==> config.mk <==
export PLATFORM = sky130hd
export DESIGN_NAME = bwt_mem_responder_flat
export DESIGN_NICKNAME = d
export VERILOG_FILES = /design/src/rtl/bwt_mem_responder_if.sv /design/src/rtl/bwt_mem_responder.sv /design/src/flat_wrapper.sv
export SDC_FILE = /design/constraint.sdc
export NUM_CORES = 2
export LEC_CHECK = 0
export CAP_MARGIN = 20
export CORE_AREA = 2 2 664 666
export CTS_CLUSTER_DIAMETER = 100
export CTS_CLUSTER_SIZE = 28
export DETAILED_ROUTE_END_ITERATION = 10
export DIE_AREA = 0 0 666 668
export SYNTH_ARGS = -nofsm -noshare
export SYNTH_HDL_FRONTEND = slang
export SYNTH_SLANG_ARGS = --single-unit
==> constraint.sdc <==
create_clock -name clk -period 4.37 [get_ports clk]
set_input_delay 0.874 -clock clk [delete_from_list [all_inputs] [get_ports clk]]
set_output_delay 0.874 -clock clk [all_outputs]
set_load 0.02 [all_outputs]
==> src/rtl/bwt_mem_responder_if.sv <==
// bwt_mem_responder_if: request, memory read/response and assembled-result signals of bwt_mem_responder
interface bwt_mem_responder_if;
  logic         request_valid;
  logic [41:0]  addr_k;
  logic [41:0]  addr_l;
  logic [8:0]   req_read_num;
  logic         req_almost_full;
  logic         overflow;
  logic         mem_rd_valid;
  logic [41:0]  mem_rd_addr;
  logic [9:0]   mem_rd_tag;
  logic         mem_rd_ready;
  logic         mem_rsp_valid;
  logic [511:0] mem_rsp_data;
  logic [9:0]   mem_rsp_tag;
  logic         mem_rsp_ready;
  logic         resp_valid;
  logic [8:0]   resp_read_num;
  logic [511:0] resp_cl_k;
  logic [511:0] resp_cl_l;
  logic         resp_ready;
  logic         tag_err;
  modport slave (
    input  request_valid, addr_k, addr_l, req_read_num, mem_rd_ready,
           mem_rsp_valid, mem_rsp_data, mem_rsp_tag, resp_ready,
    output req_almost_full, overflow, mem_rd_valid, mem_rd_addr, mem_rd_tag,
           mem_rsp_ready, resp_valid, resp_read_num, resp_cl_k, resp_cl_l, tag_err
  );
  modport master (
    output request_valid, addr_k, addr_l, req_read_num, mem_rd_ready,
           mem_rsp_valid, mem_rsp_data, mem_rsp_tag, resp_ready,
    input  req_almost_full, overflow, mem_rd_valid, mem_rd_addr, mem_rd_tag,
           mem_rsp_ready, resp_valid, resp_read_num, resp_cl_k, resp_cl_l, tag_err
  );
endinterface

==> src/rtl/bwt_mem_responder.sv <==
// bwt_mem_responder: buffers k/l address pairs, issues paired cache-line reads and reassembles the responses
module bwt_mem_responder #(
  parameter int FIFO_DEPTH = 16,
  parameter int MAX_OUT = 4,
  parameter int AF_MARGIN = 3
) (
  input logic clk,
  input logic rst,
  bwt_mem_responder_if.slave bus
);
  localparam int AW = $clog2(FIFO_DEPTH);
  localparam int OW = $clog2(MAX_OUT + 1);
  localparam int TW = $clog2(MAX_OUT * 2);
  typedef enum logic [1:0] {ISS_IDLE, ISS_K, ISS_L} iss_t;
  typedef enum logic [1:0] {RET_K, RET_L, RET_OUT} ret_t;
  logic [92:0] fifo_mem [FIFO_DEPTH];
  logic [9:0] tag_mem [MAX_OUT*2];
  logic [AW-1:0] wr_ptr_q, wr_ptr_d, rd_ptr_q, rd_ptr_d;
  logic [AW:0] count_q, count_d;
  logic [OW-1:0] out_q, out_d;
  logic [TW-1:0] tw_ptr_q, tr_ptr_q;
  iss_t iss_q, iss_d;
  ret_t ret_q, ret_d;
  logic [92:0] head;
  logic [41:0] addr_l_q, mem_rd_addr_q;
  logic [9:0] mem_rd_tag_q, exp_tag;
  logic [8:0] resp_read_num_q;
  logic [511:0] resp_cl_k_q, resp_cl_l_q;
  logic mem_rd_valid_q, mem_rsp_ready_q, resp_valid_q, af_q, overflow_q, tag_err_q;
  logic full, empty, push, pop, rd_fire, rsp_fire, k_acc, inc, dec;

  // FIFO control, outstanding accounting and next-state decode for both FSMs
  always_comb begin
    head = fifo_mem[rd_ptr_q];
    exp_tag = tag_mem[tr_ptr_q];
    full = count_q == (AW+1)'(FIFO_DEPTH);
    empty = count_q == '0;
    pop = iss_q == ISS_IDLE && !empty && out_q < OW'(MAX_OUT);
    push = bus.request_valid && (!full || pop);
    rd_fire = mem_rd_valid_q && bus.mem_rd_ready;
    rsp_fire = bus.mem_rsp_valid && mem_rsp_ready_q;
    k_acc = iss_q == ISS_K && bus.mem_rd_ready;
    inc = iss_q == ISS_L && bus.mem_rd_ready;
    dec = resp_valid_q && bus.resp_ready;
    wr_ptr_d = push ? wr_ptr_q + AW'(1) : wr_ptr_q;
    rd_ptr_d = pop ? rd_ptr_q + AW'(1) : rd_ptr_q;
    count_d = count_q + (AW+1)'(push) - (AW+1)'(pop);
    out_d = out_q + OW'(inc) - OW'(dec);
    iss_d = pop ? ISS_K : k_acc ? ISS_L : inc ? ISS_IDLE : iss_q;
    ret_d = (ret_q == RET_K && rsp_fire) ? RET_L :
            (ret_q == RET_L && rsp_fire) ? RET_OUT :
            dec ? RET_K : ret_q;
  end

  // request and expected-tag storage; contents need no reset because pointers gate every read
  always_ff @(posedge clk) begin
    if (push) fifo_mem[wr_ptr_q] <= {bus.req_read_num, bus.addr_k, bus.addr_l};
    if (rd_fire) tag_mem[tw_ptr_q] <= mem_rd_tag_q;
  end

  // FIFO pointers, counters, back-pressure and sticky error flags
  always_ff @(posedge clk or negedge rst) begin
    if (!rst) begin
      wr_ptr_q <= '0;
      rd_ptr_q <= '0;
      count_q <= '0;
      out_q <= '0;
      tw_ptr_q <= '0;
      tr_ptr_q <= '0;
      af_q <= 1'b0;
      overflow_q <= 1'b0;
      tag_err_q <= 1'b0;
    end else begin
      wr_ptr_q <= wr_ptr_d;
      rd_ptr_q <= rd_ptr_d;
      count_q <= count_d;
      out_q <= out_d;
      tw_ptr_q <= rd_fire ? tw_ptr_q + TW'(1) : tw_ptr_q;
      tr_ptr_q <= rsp_fire ? tr_ptr_q + TW'(1) : tr_ptr_q;
      af_q <= count_d >= (AW+1)'(FIFO_DEPTH - AF_MARGIN);
      overflow_q <= overflow_q | (bus.request_valid && full && !pop);
      tag_err_q <= tag_err_q | (rsp_fire && bus.mem_rsp_tag != exp_tag);
    end
  end

  // issue FSM: latch the head, present k then l, holding address/tag until accepted
  always_ff @(posedge clk or negedge rst) begin
    if (!rst) begin
      iss_q <= ISS_IDLE;
      mem_rd_valid_q <= 1'b0;
      mem_rd_addr_q <= '0;
      mem_rd_tag_q <= '0;
      addr_l_q <= '0;
    end else begin
      iss_q <= iss_d;
      if (pop) begin
        mem_rd_valid_q <= 1'b1;
        mem_rd_addr_q <= head[83:42];
        mem_rd_tag_q <= {head[92:84], 1'b0};
        addr_l_q <= head[41:0];
      end else if (k_acc) begin
        mem_rd_addr_q <= addr_l_q;
        mem_rd_tag_q[0] <= 1'b1;
      end else if (inc) begin
        mem_rd_valid_q <= 1'b0;
      end
    end
  end

  // return FSM: collect k then l line, then hold the assembled result until taken
  always_ff @(posedge clk or negedge rst) begin
    if (!rst) begin
      ret_q <= RET_K;
      mem_rsp_ready_q <= 1'b0;
      resp_valid_q <= 1'b0;
      resp_read_num_q <= '0;
      resp_cl_k_q <= '0;
      resp_cl_l_q <= '0;
    end else begin
      ret_q <= ret_d;
      mem_rsp_ready_q <= ret_d != RET_OUT;
      resp_valid_q <= ret_d == RET_OUT;
      if (ret_q == RET_K && rsp_fire) begin
        resp_cl_k_q <= bus.mem_rsp_data;
        resp_read_num_q <= exp_tag[9:1];
      end
      if (ret_q == RET_L && rsp_fire) resp_cl_l_q <= bus.mem_rsp_data;
    end
  end

  assign bus.req_almost_full = af_q;
  assign bus.overflow = overflow_q;
  assign bus.mem_rd_valid = mem_rd_valid_q;
  assign bus.mem_rd_addr = mem_rd_addr_q;
  assign bus.mem_rd_tag = mem_rd_tag_q;
  assign bus.mem_rsp_ready = mem_rsp_ready_q;
  assign bus.resp_valid = resp_valid_q;
  assign bus.resp_read_num = resp_read_num_q;
  assign bus.resp_cl_k = resp_cl_k_q;
  assign bus.resp_cl_l = resp_cl_l_q;
  assign bus.tag_err = tag_err_q;
endmodule

==> src/flat_wrapper.sv <==
// flat-port wrapper written by rule: the top's interface ports become plain ports
module bwt_mem_responder_flat 
#(
  parameter int FIFO_DEPTH = 16,
  parameter int MAX_OUT = 4,
  parameter int AF_MARGIN = 3
)
  (clk, rst, bus_request_valid, bus_addr_k, bus_addr_l, bus_req_read_num, bus_mem_rd_ready, bus_mem_rsp_valid, bus_mem_rsp_data, bus_mem_rsp_tag, bus_resp_ready, bus_req_almost_full, bus_overflow, bus_mem_rd_valid, bus_mem_rd_addr, bus_mem_rd_tag, bus_mem_rsp_ready, bus_resp_valid, bus_resp_read_num, bus_resp_cl_k, bus_resp_cl_l, bus_tag_err);
  bwt_mem_responder_if bus_i ();
  input logic clk;
  input logic rst;
  input wire logic [$bits(bus_i.request_valid)-1:0] bus_request_valid;
  input wire logic [$bits(bus_i.addr_k)-1:0] bus_addr_k;
  input wire logic [$bits(bus_i.addr_l)-1:0] bus_addr_l;
  input wire logic [$bits(bus_i.req_read_num)-1:0] bus_req_read_num;
  input wire logic [$bits(bus_i.mem_rd_ready)-1:0] bus_mem_rd_ready;
  input wire logic [$bits(bus_i.mem_rsp_valid)-1:0] bus_mem_rsp_valid;
  input wire logic [$bits(bus_i.mem_rsp_data)-1:0] bus_mem_rsp_data;
  input wire logic [$bits(bus_i.mem_rsp_tag)-1:0] bus_mem_rsp_tag;
  input wire logic [$bits(bus_i.resp_ready)-1:0] bus_resp_ready;
  output wire logic [$bits(bus_i.req_almost_full)-1:0] bus_req_almost_full;
  output wire logic [$bits(bus_i.overflow)-1:0] bus_overflow;
  output wire logic [$bits(bus_i.mem_rd_valid)-1:0] bus_mem_rd_valid;
  output wire logic [$bits(bus_i.mem_rd_addr)-1:0] bus_mem_rd_addr;
  output wire logic [$bits(bus_i.mem_rd_tag)-1:0] bus_mem_rd_tag;
  output wire logic [$bits(bus_i.mem_rsp_ready)-1:0] bus_mem_rsp_ready;
  output wire logic [$bits(bus_i.resp_valid)-1:0] bus_resp_valid;
  output wire logic [$bits(bus_i.resp_read_num)-1:0] bus_resp_read_num;
  output wire logic [$bits(bus_i.resp_cl_k)-1:0] bus_resp_cl_k;
  output wire logic [$bits(bus_i.resp_cl_l)-1:0] bus_resp_cl_l;
  output wire logic [$bits(bus_i.tag_err)-1:0] bus_tag_err;
  assign bus_i.request_valid = bus_request_valid;
  assign bus_i.addr_k = bus_addr_k;
  assign bus_i.addr_l = bus_addr_l;
  assign bus_i.req_read_num = bus_req_read_num;
  assign bus_i.mem_rd_ready = bus_mem_rd_ready;
  assign bus_i.mem_rsp_valid = bus_mem_rsp_valid;
  assign bus_i.mem_rsp_data = bus_mem_rsp_data;
  assign bus_i.mem_rsp_tag = bus_mem_rsp_tag;
  assign bus_i.resp_ready = bus_resp_ready;
  assign bus_req_almost_full = bus_i.req_almost_full;
  assign bus_overflow = bus_i.overflow;
  assign bus_mem_rd_valid = bus_i.mem_rd_valid;
  assign bus_mem_rd_addr = bus_i.mem_rd_addr;
  assign bus_mem_rd_tag = bus_i.mem_rd_tag;
  assign bus_mem_rsp_ready = bus_i.mem_rsp_ready;
  assign bus_resp_valid = bus_i.resp_valid;
  assign bus_resp_read_num = bus_i.resp_read_num;
  assign bus_resp_cl_k = bus_i.resp_cl_k;
  assign bus_resp_cl_l = bus_i.resp_cl_l;
  assign bus_tag_err = bus_i.tag_err;
  bwt_mem_responder #(.FIFO_DEPTH(FIFO_DEPTH), .MAX_OUT(MAX_OUT), .AF_MARGIN(AF_MARGIN)) u_core (.clk(clk), .rst(rst), .bus(bus_i));
endmodule
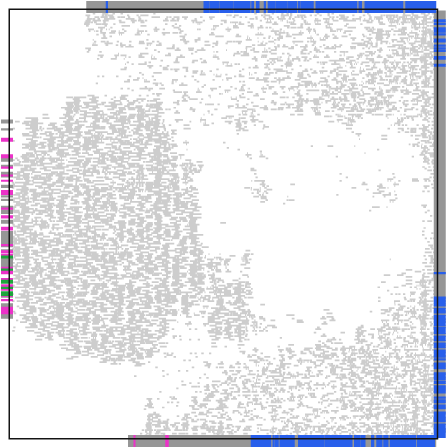
Fig. 1. Pin map.
Pins as bars across the die edge, other pins in gray.
Key: green = bus_resp_read_num [pins 9, direction output, edge west]; magenta = bus_addr_l [pins 42, direction input, edge 38 west, 4 south]; blue = bus_resp_cl_k [pins 512, direction output, edge 232 north, 175 south, 105 east]
# port buffers: 1711
die boundary width: 666 um

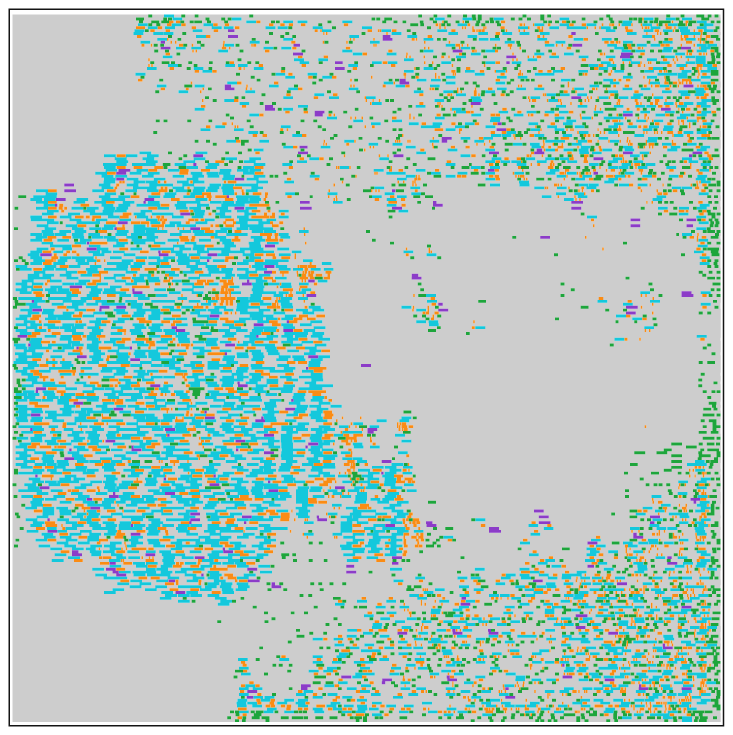
Fig. 2. Cell classes on the final placement.
Fill, decap, tap and diode cells in gray.
Key: green = other buffers and delay cells [cells 1920, share of their area 16%]; orange = combinational and other logic [cells 3044, share of their area 20%]; cyan = flops [cells 2727, share of their area 60%]; purple = clock drivers and dummy loads [cells 256, share of their area 3.9%]

==> flow.log <==
[report] extracting results
INFO  metric synth_logic_family = multiplexers
INFO  metric final_min_period_over_clock_period = 0.8212
INFO  metric syn_to_final_growth = 30.45%
INFO  metric synth_top_flop_cell = sky130_fd_sc_hd__edfxtp_1
INFO  metric globalRouteTotalUtil = 0.2374
INFO  metric worstSetupEndpoint = u_core.bus.req_almost_full
INFO  metric antenna_found_initial = 293
INFO  metric drt-wirelength-per-cell = between 30 and 40 um
INFO  metric seq_share = 0.5691
INFO  metric floorplan.core_area = roughly 0.44 mm2
INFO  metric nonclk_buf_share = 0.1504
INFO  metric max_slew.worst_pin.slew = 1.340 ns
INFO  metric yosys-top-cells-count = sky130_fd_sc_hd__nand2_1 (1717), sky130_fd_sc_hd__edfxtp_1 (1568), sky130_fd_sc_hd__dfrtp_1 (1159)
INFO  metric run_status = finished clean
INFO  metric worstSetupPathDepth = 14
INFO  metric finalWirelength = 546.8 mm
INFO  metric comb-cell-share = 0.1873
INFO  metric final-setup-viol-count = 0
INFO  metric grt_setup_unrepaired = false
INFO  metric dr_wl_met3 = approximately 53 mm
INFO  metric path_class = reg -> reg
INFO  metric hold_path_end = u_core.bus.resp_cl_k[308]
INFO  metric yosys.area_share.simple = 0.06858
INFO  metric initial_drc_count = 7926
INFO  metric cts.clk_slew.worst_paths = 0.10 ns
INFO  metric groute.layer.met1.usage = 0.3045
INFO  metric antennaDiodeCount = approximately 120
INFO  metric powerClk = 16.7 mW
INFO  metric synth.cell_area = 0.1025 mm2
INFO  metric crit_top_cell = sky130_fd_sc_hd__inv_1
INFO  metric preCtsSetupSlack = ~0.74 ns
INFO  metric fp-row-count = 243
INFO  metric layout.clock.cell_area_share = 0.03643
INFO  metric finClkSkew = 0.1016 ns
INFO  metric post_synth_num_cell_types = 40
INFO  metric clock_sinks = roughly 2700
INFO  metric power.density = 756.2 mW/mm2
INFO  metric drcViolationCount = 0
INFO  metric clock.latency.late_pin = 0.96 ns
INFO  metric p_comb = 44.7 mW
==> per-stage QoR <==
step | instance area [um2] | utilization | hold slack [ns]
5_1_grt | 133500 | 0.3053 | 0.4787
3_3_place_gp | 128300 | 0.2934 | 0.4569
2_1_floorplan | 102500 | - | 0.4454
3_5_place_dp | 128300 | 0.2935 | 0.4612
6_report | 133700 | 0.3059 | 0.4777
4_1_cts | 133200 | 0.3046 | 0.4055
==> flip-flops by register name (all words and copies together), names as in the netlist, 4 cells and up <==
signal	cells
u_core.fifo_mem	1488
u_core.bus.resp_cl_k	512
u_core.bus.resp_cl_l	512
u_core.tag_mem	80
u_core.addr_l_q	42
u_core.bus.mem_rd_addr	42
u_core.bus.mem_rd_tag	10
u_core.bus.resp_read_num	9
u_core.count_q	5
u_core.rd_ptr_q	4
u_core.wr_ptr_q	4
Power figures rest on the tool's default switching activity, not on a simulated workload.
